### src/rtl/fdct_pkg.sv
// Shared constants and FSM encoding for the 4x4 forward integer core transform.
package fdct_pkg;

    localparam int COEF_64   = 64;
    localparam int COEF_83   = 83;
    localparam int COEF_36   = 36;
    localparam int SHIFT_ROW = 1;
    localparam int SHIFT_COL = 8;
    localparam int MID_W     = 16;

    typedef enum logic [0:0] {
        ST_LOAD = 1'b0,
        ST_OUT  = 1'b1
    } state_e;

endpackage

### src/rtl/fdct_butterfly4.sv
// Combinational 4-point forward butterfly with round-half-up shift and signed saturation.
module fdct_butterfly4 import fdct_pkg::*; #(
    parameter int IN_W  = 9,
    parameter int SHIFT = 1,
    parameter int OUT_W = 16
) (
    input  logic signed [IN_W-1:0]  a,
    input  logic signed [IN_W-1:0]  b,
    input  logic signed [IN_W-1:0]  c,
    input  logic signed [IN_W-1:0]  d,
    output logic signed [OUT_W-1:0] y0,
    output logic signed [OUT_W-1:0] y1,
    output logic signed [OUT_W-1:0] y2,
    output logic signed [OUT_W-1:0] y3
);

    // Ten guard bits cover the x64/x83 gain plus the two butterfly additions.
    localparam int W = IN_W + 10;
    localparam logic signed [W-1:0] K64   = W'(COEF_64);
    localparam logic signed [W-1:0] K83   = W'(COEF_83);
    localparam logic signed [W-1:0] K36   = W'(COEF_36);
    localparam logic signed [W-1:0] RND   = W'(2 ** (SHIFT - 1));
    localparam logic signed [W-1:0] MAX_V = W'(2 ** (OUT_W - 1) - 1);
    localparam logic signed [W-1:0] MIN_V = W'(-(2 ** (OUT_W - 1)));

    function automatic logic signed [OUT_W-1:0] round_sat(input logic signed [W-1:0] y);
        logic signed [W-1:0] r;
        r = (y + RND) >>> SHIFT;
        if (r > MAX_V) return MAX_V[OUT_W-1:0];
        else if (r < MIN_V) return MIN_V[OUT_W-1:0];
        else return r[OUT_W-1:0];
    endfunction

    logic signed [W-1:0] a_s, b_s, c_s, d_s, e0_s, o0_s, e1_s, o1_s;

    // Sign-extend, even/odd split, then weighted sums.
    always_comb begin
        a_s  = {{(W-IN_W){a[IN_W-1]}}, a};
        b_s  = {{(W-IN_W){b[IN_W-1]}}, b};
        c_s  = {{(W-IN_W){c[IN_W-1]}}, c};
        d_s  = {{(W-IN_W){d[IN_W-1]}}, d};
        e0_s = a_s + d_s;
        o0_s = a_s - d_s;
        e1_s = b_s + c_s;
        o1_s = b_s - c_s;
        y0   = round_sat(K64 * (e0_s + e1_s));
        y2   = round_sat(K64 * (e0_s - e1_s));
        y1   = round_sat(K83 * o0_s + K36 * o1_s);
        y3   = round_sat(K36 * o0_s - K83 * o1_s);
    end

endmodule

### src/rtl/fdct_4x4.sv
// 4x4 forward core transform: row butterfly into a transpose buffer, column butterfly to
// registered outputs. Define FDCT_CBF_EN to add the coded-block flag output.
module fdct_4x4 import fdct_pkg::*; #(
    parameter int IN_W  = 9,
    parameter int OUT_W = 16
) (
    input  logic                    clk,
    input  logic                    reset,
    input  logic                    in_valid,
    output logic                    in_ready,
    input  logic signed [IN_W-1:0]  d_in_1,
    input  logic signed [IN_W-1:0]  d_in_2,
    input  logic signed [IN_W-1:0]  d_in_3,
    input  logic signed [IN_W-1:0]  d_in_4,
    output logic                    out_valid,
    input  logic                    out_ready,
    output logic                    out_last,
    output logic signed [OUT_W-1:0] d_out_1,
    output logic signed [OUT_W-1:0] d_out_2,
    output logic signed [OUT_W-1:0] d_out_3,
    output logic signed [OUT_W-1:0] d_out_4
`ifdef FDCT_CBF_EN
    ,
    output logic                    cbf
`endif
);

    state_e                    state_q, state_d;
    logic [1:0]                row_cnt_q, row_cnt_d, col_cnt_q, col_cnt_d, col_sel_s;
    logic                      out_valid_q, out_valid_d, out_last_q, out_last_d;
    logic                      in_acc_s, out_acc_s, col_load_s;
    logic signed [MID_W-1:0]   tbuf_q [4][4];
    logic signed [MID_W-1:0]   tbuf_d [4][4];
    logic signed [MID_W-1:0]   row_y_s [4];
    logic signed [MID_W-1:0]   col_in_s [4];
    logic signed [OUT_W-1:0]   col_y_s [4];
    logic signed [OUT_W-1:0]   dout_q [4];
    logic signed [OUT_W-1:0]   dout_d [4];
`ifdef FDCT_CBF_EN
    logic                      cbf_q, cbf_d;
    logic                      col_nz_s;
`endif

    fdct_butterfly4 #(.IN_W(IN_W), .SHIFT(SHIFT_ROW), .OUT_W(MID_W)) u_row (
        .a (d_in_1), .b (d_in_2), .c (d_in_3), .d (d_in_4),
        .y0(row_y_s[0]), .y1(row_y_s[1]), .y2(row_y_s[2]), .y3(row_y_s[3])
    );

    fdct_butterfly4 #(.IN_W(MID_W), .SHIFT(SHIFT_COL), .OUT_W(OUT_W)) u_col (
        .a (col_in_s[0]), .b (col_in_s[1]), .c (col_in_s[2]), .d (col_in_s[3]),
        .y0(col_y_s[0]), .y1(col_y_s[1]), .y2(col_y_s[2]), .y3(col_y_s[3])
    );

    // State register.
    always_ff @(posedge clk or negedge reset) begin
        if (!reset) state_q <= ST_LOAD;
        else        state_q <= state_d;
    end

    // Next-state logic.
    always_comb begin
        state_d = state_q;
        case (state_q)
            ST_LOAD: if (in_valid && (row_cnt_q == 2'd3)) state_d = ST_OUT;  else state_d = ST_LOAD;
            ST_OUT:  if (out_ready && (col_cnt_q == 2'd3)) state_d = ST_LOAD; else state_d = ST_OUT;
            default: state_d = ST_LOAD;
        endcase
    end

    // FSM outputs and handshake decode.
    always_comb begin
        in_ready  = (state_q == ST_LOAD);
        in_acc_s  = in_valid && (state_q == ST_LOAD);
        out_acc_s = out_ready && (state_q == ST_OUT);
    end

    // Column source; row 3 of column 0 is forwarded straight from the row stage.
    always_comb begin
        col_sel_s = in_acc_s ? 2'd0 : (col_cnt_q + 2'd1);
        for (int r = 0; r < 3; r++) col_in_s[r] = tbuf_q[r][col_sel_s];
        if (in_acc_s) col_in_s[3] = row_y_s[0];
        else          col_in_s[3] = tbuf_q[3][col_sel_s];
    end

    // Buffer writes, counters and output-register next values.
    always_comb begin
        tbuf_d      = tbuf_q;
        dout_d      = dout_q;
        row_cnt_d   = row_cnt_q;
        col_cnt_d   = col_cnt_q;
        out_valid_d = out_valid_q;
        out_last_d  = out_last_q;
        col_load_s  = 1'b0;
        if (in_acc_s) begin
            for (int j = 0; j < 4; j++) tbuf_d[row_cnt_q][j] = row_y_s[j];
            row_cnt_d = row_cnt_q + 2'd1;
            if (row_cnt_q == 2'd3) begin
                col_cnt_d   = 2'd0;
                out_valid_d = 1'b1;
                out_last_d  = 1'b0;
                col_load_s  = 1'b1;
            end else begin
                col_load_s  = 1'b0;
            end
        end else if (out_acc_s) begin
            if (col_cnt_q == 2'd3) begin
                row_cnt_d   = 2'd0;
                out_valid_d = 1'b0;
                out_last_d  = 1'b0;
            end else begin
                col_cnt_d   = col_cnt_q + 2'd1;
                out_last_d  = (col_cnt_q == 2'd2);
                col_load_s  = 1'b1;
            end
        end else begin
            col_load_s = 1'b0;
        end
        if (col_load_s) dout_d = col_y_s;
        else            dout_d = dout_q;
    end

    // Datapath, counter and output registers.
    always_ff @(posedge clk or negedge reset) begin
        if (!reset) begin
            row_cnt_q   <= 2'd0;
            col_cnt_q   <= 2'd0;
            out_valid_q <= 1'b0;
            out_last_q  <= 1'b0;
            for (int r = 0; r < 4; r++) begin
                dout_q[r] <= {OUT_W{1'b0}};
                for (int k = 0; k < 4; k++) tbuf_q[r][k] <= {MID_W{1'b0}};
            end
        end else begin
            row_cnt_q   <= row_cnt_d;
            col_cnt_q   <= col_cnt_d;
            out_valid_q <= out_valid_d;
            out_last_q  <= out_last_d;
            dout_q      <= dout_d;
            tbuf_q      <= tbuf_d;
        end
    end

`ifdef FDCT_CBF_EN
    // Coded-block flag: restarts with column 0, accumulates over later columns.
    always_comb begin
        col_nz_s = (col_y_s[0] != {OUT_W{1'b0}}) || (col_y_s[1] != {OUT_W{1'b0}}) ||
                   (col_y_s[2] != {OUT_W{1'b0}}) || (col_y_s[3] != {OUT_W{1'b0}});
        if (col_load_s && in_acc_s) cbf_d = col_nz_s;
        else if (col_load_s)        cbf_d = cbf_q | col_nz_s;
        else                        cbf_d = cbf_q;
    end

    // Coded-block flag register.
    always_ff @(posedge clk or negedge reset) begin
        if (!reset) cbf_q <= 1'b0;
        else        cbf_q <= cbf_d;
    end

    assign cbf = cbf_q;
`endif

    assign out_valid = out_valid_q;
    assign out_last  = out_last_q;
    assign d_out_1   = dout_q[0];
    assign d_out_2   = dout_q[1];
    assign d_out_3   = dout_q[2];
    assign d_out_4   = dout_q[3];

endmodule

### config.mk
export PLATFORM = sky130hd
export DESIGN_NAME = fdct_4x4
export DESIGN_NICKNAME = d
export VERILOG_FILES = /design/src/rtl/fdct_pkg.sv /design/src/rtl/fdct_butterfly4.sv /design/src/rtl/fdct_4x4.sv
export SDC_FILE = /design/constraint.sdc
export NUM_CORES = 2
export LEC_CHECK = 0
export CAP_MARGIN = 20
export CORE_UTILIZATION = 50
export CTS_BUF_LIST = sky130_fd_sc_hd__clkbuf_2 sky130_fd_sc_hd__clkbuf_4 sky130_fd_sc_hd__clkbuf_8
export DETAILED_ROUTE_END_ITERATION = 16
export HOLD_SLACK_MARGIN = 0.08
export PLACE_DENSITY = 0.66
export SYNTH_ARGS = -nofsm -noshare
export SYNTH_HDL_FRONTEND = slang
export SYNTH_SLANG_ARGS = --single-unit
### constraint.sdc
create_clock -name clk -period 27.9 [get_ports clk]
set_input_delay 2.79 -clock clk [delete_from_list [all_inputs] [get_ports clk]]
set_output_delay 2.79 -clock clk [all_outputs]
set_load 0.05 [all_outputs]
### Clock distribution

Scale bar: 100 um.
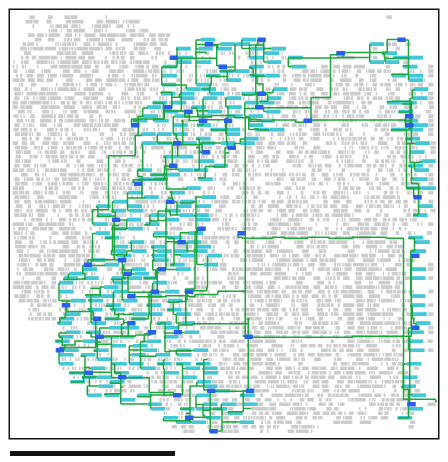
[cyan] flip-flops | count: 295
[blue] clock drivers | count: 52
[green] clock wires | length: 4560 um
flops lie	all over the die
Worst Skew: 0.0489 ns

==> Slide: Implementation Results <==
Physical Implementation Snapshot

Floorplan
  • Die width: 259 um
  • Effective utilization at floorplan: 50.8%
  • Vertical extent of the die: 259 um
  • DIE AREA: 66900 um^2
  • Boundary pin count: 107
  • Number of standard-cell rows in the floorplan: 93
  • Core area: 64800 um^2

Finish
  • Number of flip-flops under the largest register name: 224
  • Number of non-clock inverters in the layout: 461
  • Clock tree buffer count of the final layout: 83
  • Share of final layout cell area taken by clock buffers and inverters: 3.22%
  • Seq_cells: 295
  • Area of all placed cells without fillers: 36000 um^2
  • Final-layout fill cell count: 6155
  • Fraction of final layout cells with drive strength greater than 1: 5.20%
  • Top register by number of flip-flops: tbuf_q
  • Non-CTS buffers: 146
  • Leading cell type in the layout, fill and taps excluded: sky130_fd_sc_hd__ha_1
  • Multi-input combinational cell count: 2893
  • Logic gate fraction of the total cell area: 64.7%
  • Antenna Diode Count: 0
  • Layout net count: 4577
  • Cell type taking the most area: multi-input combinational cells
  • Syn-to-layout area delta: 9.40%
  • Footprint of the flip-flops and latches: 7380 um^2
  • Most instantiated logic cells after routing: sky130_fd_sc_hd__ha_1 (525), sky130_fd_sc_hd__inv_1 (459), sky130_fd_sc_hd__nand2_1 (357)
  • Logic area: 23300 um^2
  • Share of the final layout cell area in sequential cells: 20.5%

STA
  • Max Clock Freq: 67.0 MHz
  • Transition time at the pin with the least slew margin: 1.09 ns
  • Hold slack: 0.471 ns
  • Worst rel slew slack: 26.5%
  • Final worst slack: 12.97 ns
  • Final setup violating endpoints: 0
  • Clock period minus worst slack: 14.93 ns
  • Setup repair after global routing missed its margin: no

Worst setup path
  • Largest fanout of any net on the critical path: 14
  • Largest incremental delay on the critical path: 0.84 ns
  • CP Launch Point: d_in_3[1]
  • Kind of start point of the critical path: input port
  • Endpoint of the worst setup timing path: d_out_2[9]
  • Type of the setup path with the least slack: input port to flip-flop
  • Slowest cell on the critical path: sky130_fd_sc_hd__a21oi_1
  • Source of the worst register-to-register timing path: col_cnt_q[0]
  • Critical path arrival: 15.54 ns
  • Reg2Reg Setup Slack: 14.90 ns
  • Crit path DRT: 28.51 ns
  • CP endpoint kind: flip-flop
  • Destination of the worst register-to-register timing path: d_out_2[9]

Clock tree
  • Number of buffers added to fix hold violations after cts: 0
  • Number of levels in the clock H-tree: 2
  • TritonCTS clock tree: yes
  • CTS Sinks: 295
  • Reg clk slew, reported paths: 0.06 ns
  • Clock Tree Buf Depth: 3
  • Latest clock arrival within the worst-skew pair: 0.69 ns
  • Number of buffers added by the clock tree synthesis step: 52
  • Post-CTS Setup Inserts: 0

Flow run
  • Count of maximum capacitance violations: 0
  • Number of warning messages in the logs: 121

Synthesis
  • Commonest cells in the synthesized netlist: sky130_fd_sc_hd__ha_1 (525), sky130_fd_sc_hd__inv_1 (459), sky130_fd_sc_hd__nand2_1 (361)
  • Area share of the largest cell type after synthesis: 22.4%
  • Adder-cell area share of the yosys netlist: 29.9%
  • Synth logic family: adder cells
  • XOR/XNOR Fraction of Synth Area: 7.90%
  • Number of distinct library cell variants in the gate-level netlist after synthesis: 94
  • Cell with the most instances after synthesis: sky130_fd_sc_hd__ha_1
  • Number of cells in the yosys synthesis report: 3787
  • Top area cell types: sky130_fd_sc_hd__dfrtp_1 (22%), sky130_fd_sc_hd__ha_1 (20%), sky130_fd_sc_hd__fa_1 (9.9%)
  • Post-synthesis chip area from yosys: 32900 um^2
  • Total of warnings raised by yosys: 0
  • Cell area after synthesis: 32900 um^2
  • Top_reg_cell synth: sky130_fd_sc_hd__dfrtp_1
  • Count of library flops with an enable pin: 0
  • Area fraction in compound gates after synthesis: 19.2%
  • Synthesized net count: 4515
  • Synthesized area per cell: 8.70 um^2
  • Seq cells post-synth: 295
  • Number of instances in the synthesized netlist: 3787
  • Multiplexer area fraction after synthesis: 1.23%
  • Async set or reset register ratio after synthesis: 100%
  • Area fraction in and, or, nand and nor cells: 12.4%

Global route
  • Initial antenna violation count: 0
  • GRT Resource Usage Total: 26.0%
  • Wire length of the first global-routing pass: 139000 um
  • Overflow after GRT: 0
  • Vias in the first global route: 25700

Placement
  • Number of placed instances, taps included: 4647
  • Setup WS pre-CTS: 12.03 ns
  • Half-perimeter wire length after detailed placement: 69300 um
  • Instance area after placement: 34800 um^2
  • Gp weighted congestion: 0.951

Worst hold path
  • Type of the worst min-delay path: flip-flop to flip-flop
  • Hold Crit Start: d_out_4[15]
  • Hold endpoint: d_out_4[15]
  • Number of stages on the worst hold path: 2

Route
  • Detailed Routing Iterations Pass 1: 6
  • Detailed Route WL: 86500 um
  • # DRC: 0
  • Violation tally from detailed-route iteration zero: 1607
  • Drt wl/cell: 18.2 um
  • Remaining antenna violation count: 0
  • Number of vias after detailed routing: 26400

Run status
  • Status: finished clean
### Sequential cells coloured by netlist name

Other sequential cells in the stronger grey, the rest of the logic in the fainter grey.
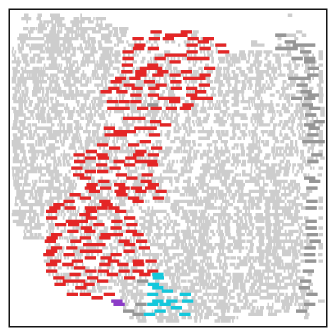
colour	signal	flops
purple	row_cnt_q	2
red	tbuf_q	224
cyan	d_out_2	16

[worst max-delay path, delay by kind of cell]
| kind | cells | cell delay, ns |
|---|---|---|
| buf+inv | 5 | 0.74 |
| simple gates | 15 | 3.47 |
| compound gates | 17 | 4.51 |
| fa+ha+maj | 9 | 3.31 |
| xor+xnor | 3 | 0.72 |
[per-layer routing]
metal	share of wire [%]	global-route usage [%]	vias to the layer above
li1	-	-	13100
met1	45	34.0	12600
met2	49	45.2	572
met3	3.5	2.51	124
met4	2.9	8.15	0
met5	0	0	-
